==> config.mk <==
export PLATFORM = sky130hd
export DESIGN_NAME = vga_mode_sequencer
export DESIGN_NICKNAME = d
export VERILOG_FILES = /design/src/rtl/vga_mode_sequencer.sv
export SDC_FILE = /design/constraint.sdc
export NUM_CORES = 1
export LEC_CHECK = 0
export ABC_AREA = 1
export CORE_MARGIN = 2
export CORE_UTILIZATION = 38
export DETAILED_ROUTE_END_ITERATION = 10
export PLACE_DENSITY = 0.77
export SLEW_MARGIN = 20
export SYNTH_ARGS = -nofsm -noshare
export SYNTH_HDL_FRONTEND = slang
export SYNTH_SLANG_ARGS = --single-unit
==> constraint.sdc <==
create_clock -name clk -period 1.6 [get_ports clk]
set_input_delay 0.32 -clock clk [delete_from_list [all_inputs] [get_ports clk]]
set_output_delay 0.32 -clock clk [all_outputs]
set_load 0.05 [all_outputs]
==> src/rtl/vga_mode_sequencer.sv <==
// Time-shares one VGA output between the 640x480 and 320x480 generators using clock enables and hold-resets.
// Define VGA_SEQ_LOOP_EN to alternate modes until stop instead of ending after one 320 turn.
module vga_mode_sequencer #(
    parameter int FRAMES640  = 1,
    parameter int FRAMES320  = 1,
    parameter int GAP_CYCLES = 4
) (
    input  logic       clk,
    input  logic       rst,
    input  logic       start,
    input  logic       stop,
    input  logic       done640,
    input  logic       done320,
    input  logic       hsync640,
    input  logic       vsync640,
    input  logic [7:0] r640,
    input  logic [7:0] g640,
    input  logic [7:0] b640,
    input  logic       hsync320,
    input  logic       vsync320,
    input  logic [7:0] r320,
    input  logic [7:0] g320,
    input  logic [7:0] b320,
    output logic       en640,
    output logic       en320,
    output logic       rst640,
    output logic       rst320,
    output logic       hsync,
    output logic       vsync,
    output logic [7:0] r,
    output logic [7:0] g,
    output logic [7:0] b,
    output logic [1:0] mode,
    output logic       busy,
    output logic [7:0] frame_cnt,
    output logic       seq_done
);

    typedef enum logic [1:0] {
        IDLE   = 2'd0,
        RUN640 = 2'd1,
        GAP    = 2'd2,
        RUN320 = 2'd3
    } state_t;

    localparam logic [7:0] F640_L = 8'(FRAMES640);
    localparam logic [7:0] F320_L = 8'(FRAMES320);
    localparam logic [7:0] GAP_L  = 8'(GAP_CYCLES);

    state_t     state, state_nxt;
    logic       next_is_320, next_is_320_nxt;
    logic       stop_pending, stop_pending_nxt;
    logic [7:0] run_cnt;
    logic [7:0] gap_cnt;
    logic       counted, stop_req, last_frame, gap_end;

    logic       hsync_p1, vsync_p1;
    logic [7:0] r_p1, g_p1, b_p1;

    always_comb begin
        state_nxt       = state;
        next_is_320_nxt = next_is_320;
        counted    = (state == RUN640 && done640) || (state == RUN320 && done320);
        stop_req   = stop_pending || (stop && state != IDLE);
        last_frame = (state == RUN640) ? (run_cnt + 8'd1 == F640_L)
                                       : (run_cnt + 8'd1 == F320_L);
        gap_end    = (gap_cnt == GAP_L - 8'd1);

        case (state)
            IDLE: begin
                if (start) state_nxt = RUN640;
            end
            RUN640: begin
                if (counted) begin
                    if (stop_req) begin
                        state_nxt = IDLE;
                    end else if (last_frame) begin
                        state_nxt       = GAP;
                        next_is_320_nxt = 1'b1;
                    end
                end
            end
            RUN320: begin
                if (counted) begin
                    if (stop_req) begin
                        state_nxt = IDLE;
                    end else if (last_frame) begin
`ifdef VGA_SEQ_LOOP_EN
                        state_nxt       = GAP;
                        next_is_320_nxt = 1'b0;
`else
                        state_nxt = IDLE;
`endif
                    end
                end
            end
            GAP: begin
                if (gap_end) begin
                    if (stop_req)         state_nxt = IDLE;
                    else if (next_is_320) state_nxt = RUN320;
                    else                  state_nxt = RUN640;
                end
            end
            default: state_nxt = IDLE;
        endcase

        // A stop is remembered until the sequence actually lands in IDLE.
        stop_pending_nxt = (state_nxt == IDLE) ? 1'b0 : stop_req;
    end

    always_ff @(posedge clk) begin
        if (rst) begin
            state        <= IDLE;
            next_is_320  <= 1'b0;
            stop_pending <= 1'b0;
            run_cnt      <= 8'd0;
            gap_cnt      <= 8'd0;
            frame_cnt    <= 8'd0;
            seq_done     <= 1'b0;
        end else begin
            state        <= state_nxt;
            next_is_320  <= next_is_320_nxt;
            stop_pending <= stop_pending_nxt;
            seq_done     <= (state != IDLE) && (state_nxt == IDLE);
            frame_cnt    <= frame_cnt + {7'd0, counted};
            if (state_nxt != state) run_cnt <= 8'd0;
            else if (counted)       run_cnt <= run_cnt + 8'd1;
            gap_cnt <= (state == GAP && !gap_end) ? gap_cnt + 8'd1 : 8'd0;
        end
    end

    // Stage p1: registered output mux, blanked outside the run states.
    always_ff @(posedge clk) begin
        if (rst) begin
            hsync_p1 <= 1'b1;
            vsync_p1 <= 1'b1;
            r_p1     <= 8'd0;
            g_p1     <= 8'd0;
            b_p1     <= 8'd0;
        end else if (state == RUN640) begin
            hsync_p1 <= hsync640;
            vsync_p1 <= vsync640;
            r_p1     <= r640;
            g_p1     <= g640;
            b_p1     <= b640;
        end else if (state == RUN320) begin
            hsync_p1 <= hsync320;
            vsync_p1 <= vsync320;
            r_p1     <= r320;
            g_p1     <= g320;
            b_p1     <= b320;
        end else begin
            hsync_p1 <= 1'b1;
            vsync_p1 <= 1'b1;
            r_p1     <= 8'd0;
            g_p1     <= 8'd0;
            b_p1     <= 8'd0;
        end
    end

    assign en640  = (state == RUN640);
    assign en320  = (state == RUN320);
    assign rst640 = (state != RUN640);
    assign rst320 = (state != RUN320);
    assign mode   = state;
    assign busy   = (state != IDLE);
    assign hsync  = hsync_p1;
    assign vsync  = vsync_p1;
    assign r      = r_p1;
    assign g      = g_p1;
    assign b      = b_p1;

endmodule

Metal 1:
Supply wires on this layer in grey.
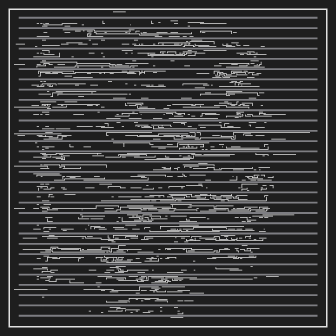
450 nets have wire on it. The layer holds 39% of the routed length. The layer carries 2610 um of wire. The longest straight run is 22.1 um. The wires run mostly horizontal.

==> flow_summary.toml <==
# yosys + openroad results
[routing]
detailedRoute.firstIterationViolations = 79
route.detailed.wl_per_inst_um = 12.50
finalWirelength_um = 6612
drc = 0

[yosys]
synthDistinctLibCells = 35
area_leader_share_pct = 45.67
yosys.area.top_type = "sky130_fd_sc_hd__dfxtp_1"
netlist.top_cell.by_instances = "sky130_fd_sc_hd__nand2_1"
synthArstFlopShare_pct = 0
synthFlopType = "sky130_fd_sc_hd__dfxtp_1"
ys_seq_share_pct = 45.67
post_synth_instance_area_um2 = 2411
ys.flops = 55
syn_area_per_cell_um2 = 7.582
cells_yosys = 318
synth.cells.most_frequent = "sky130_fd_sc_hd__nand2_1, sky130_fd_sc_hd__dfxtp_1, sky130_fd_sc_hd__a21oi_1, sky130_fd_sc_hd__nor2_1, sky130_fd_sc_hd__inv_1"
synth.yosys.warnings = 0
fp_nets = 381
synth-edff-count = 0
yosys_area_um2 = 2411

[outcome]
violations = "negative setup slack"
outcome = "finished, violations left"

[clock_tree]
clockBufferDepth = 2
cts.sink_count = 55
clockRootBuffer = "sky130_fd_sc_hd__clkbuf_8"
clkSlewWorstSetupHoldPaths_ps = 100
cts-buffers-inserted = 5

[global_routing]
grt_usage_pct = 18.75
grt_start_max_net_pins = 31
globalRoute.totalOverflow = 0
via_count_of_the_first_global_routing_pass = 2513
antenna_found_initial = 0

[sta]
worst_pin_slew_ps = 369.3
maxSlewViolCount = 0
grt_setup_unrepaired = "yes"
period_used_pct = 106.8
finalSetupViolCount = 14
final_period_minus_worst_setup_slack_ps = 1709
max_slew_margin_pct = 75.26
achievable-frequency_mhz = 585.3
minimum_setup_slack_in_the_final_design_ps = -108.6
timing_hold_violations_final = 0

[placed_design]
numPlacedInstances = 514
gpl.final_weighted_congestion = 0.8464
post-dp-hpwl_um = 4533

[layout]
stdcell_count = 529
insertedDiodeCount = 0
nNetsFinal = 514

[floorplanning]
die-height_um = 83.66
fp.coreArea_um2 = 6241

[pwr]
peakVddDrop_uv = 444.0

[run]
timing.max_cap.violations = 0
openroad.warnings = 30

[critical_path]
timing.critical_path.required_ps = 1820
Signal wires on met2:
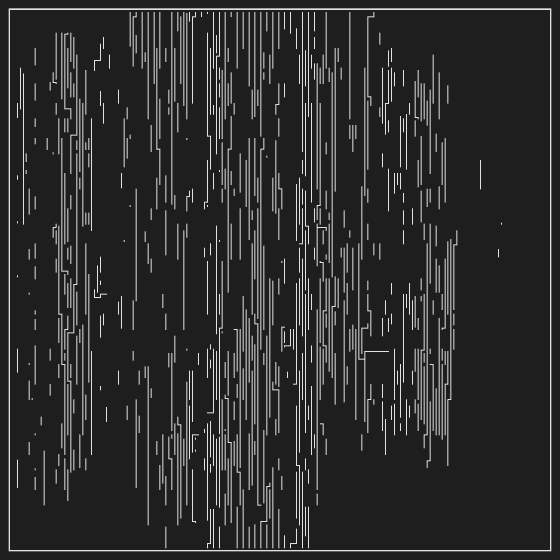
The layer holds 50% of the routed length. 424 nets have wire on it.

[area by class of cell]
| class | count | area [um2] |
|---|---|---|
| Clock buffer | 6 | 82.58 |
| Timing Repair Buffer | 135 | 1296 |
| Sequential cell | 55 | 1114 |
| Clock inverter | 2 | 35.03 |
| Inverter | 34 | 132.6 |
| Tap cell | 77 | 96.34 |
| Fill cell | 514 | 2102 |
| Multi-Input combinational cell | 220 | 1383 |
[worst max-delay path, stage by stage (launching register included)]
cell and delay, ps:
sky130_fd_sc_hd__dfxtp_2 370, sky130_fd_sc_hd__ha_4 180, sky130_fd_sc_hd__nand3_4 100, sky130_fd_sc_hd__o21ai_2 130, sky130_fd_sc_hd__nand2_2 90, sky130_fd_sc_hd__nor2_4 180
sky130_fd_sc_hd__nand3_4 120, sky130_fd_sc_hd__nand2_2 100, sky130_fd_sc_hd__inv_2 60, sky130_fd_sc_hd__nand2_2 80, sky130_fd_sc_hd__nand2_2 60, sky130_fd_sc_hd__nor2_1 100
sky130_fd_sc_hd__nor2_1 40
[stage by stage]
step                      utilization, %  cell area [um2]  total power, W
after CTS                          63.45             3960        0.003219
after detailed placement           59.40             3707        0.002216
after floorplan                        -             2456        0.001867
after global routing               66.32             4139        0.003396
after global placement             59.40             3707        0.002209
final                              66.32             4139        0.003260
[layer usage]
metal	vias to the layer above	wire [um]	GRT usage, %
li1	1272	-	-
met1	1106	2608	20.43
met2	81	3338	32.95
met3	14	501	6.924
met4	0	163	7.331
met5	-	0	0
[logic make-up after synthesis]
family | count (synthesis) | share of synthesized area [%]
buf+inv | 43 | 6.850
simple gates | 163 | 33.00
fa+ha+maj | 5 | 2.595
xor+xnor | 5 | 1.817
compound gates | 47 | 10.07
flops | 55 | 45.67
[repair_timing]
item	CTS	global route
pin swaps	7	17
cloned	1	0
resized	24	36
endpoints found under the setup margin	17	25
setup buffers	1	6
[sequential cells by signal, indices dropped and copies added, names as in the netlist]
register      cells
gap_cnt           8
frame_cnt         8
mode              2
hsync             1
next_is_320       1
b                 8
run_cnt           8
vsync             1
g                 8
seq_done          1
stop_pending      1
r                 8
[where the power goes]
group	leakage, nW	switching [W]	internal [W]
registers	0.450	0.0000349	0.00142
logic	1.16	0.000448	0.000393
clock network	0.0612	0.000459	0.000507
total	1.67	0.000941	0.00232
[final timing paths]
check | from | end | cells past startpoint
max | run_cnt[0]$_SDFFE_PP0N_ | stop_pending$_SDFF_PP0_ | 12
min | next_is_320$_SDFFE_PP0P_ | next_is_320$_SDFFE_PP0P_ | 2
max reg2reg | run_cnt[0]$_SDFFE_PP0N_ | stop_pending$_SDFF_PP0_ | 12
min reg2reg | next_is_320$_SDFFE_PP0P_ | next_is_320$_SDFFE_PP0P_ | 2
Power is estimated from default activity; no workload was simulated.
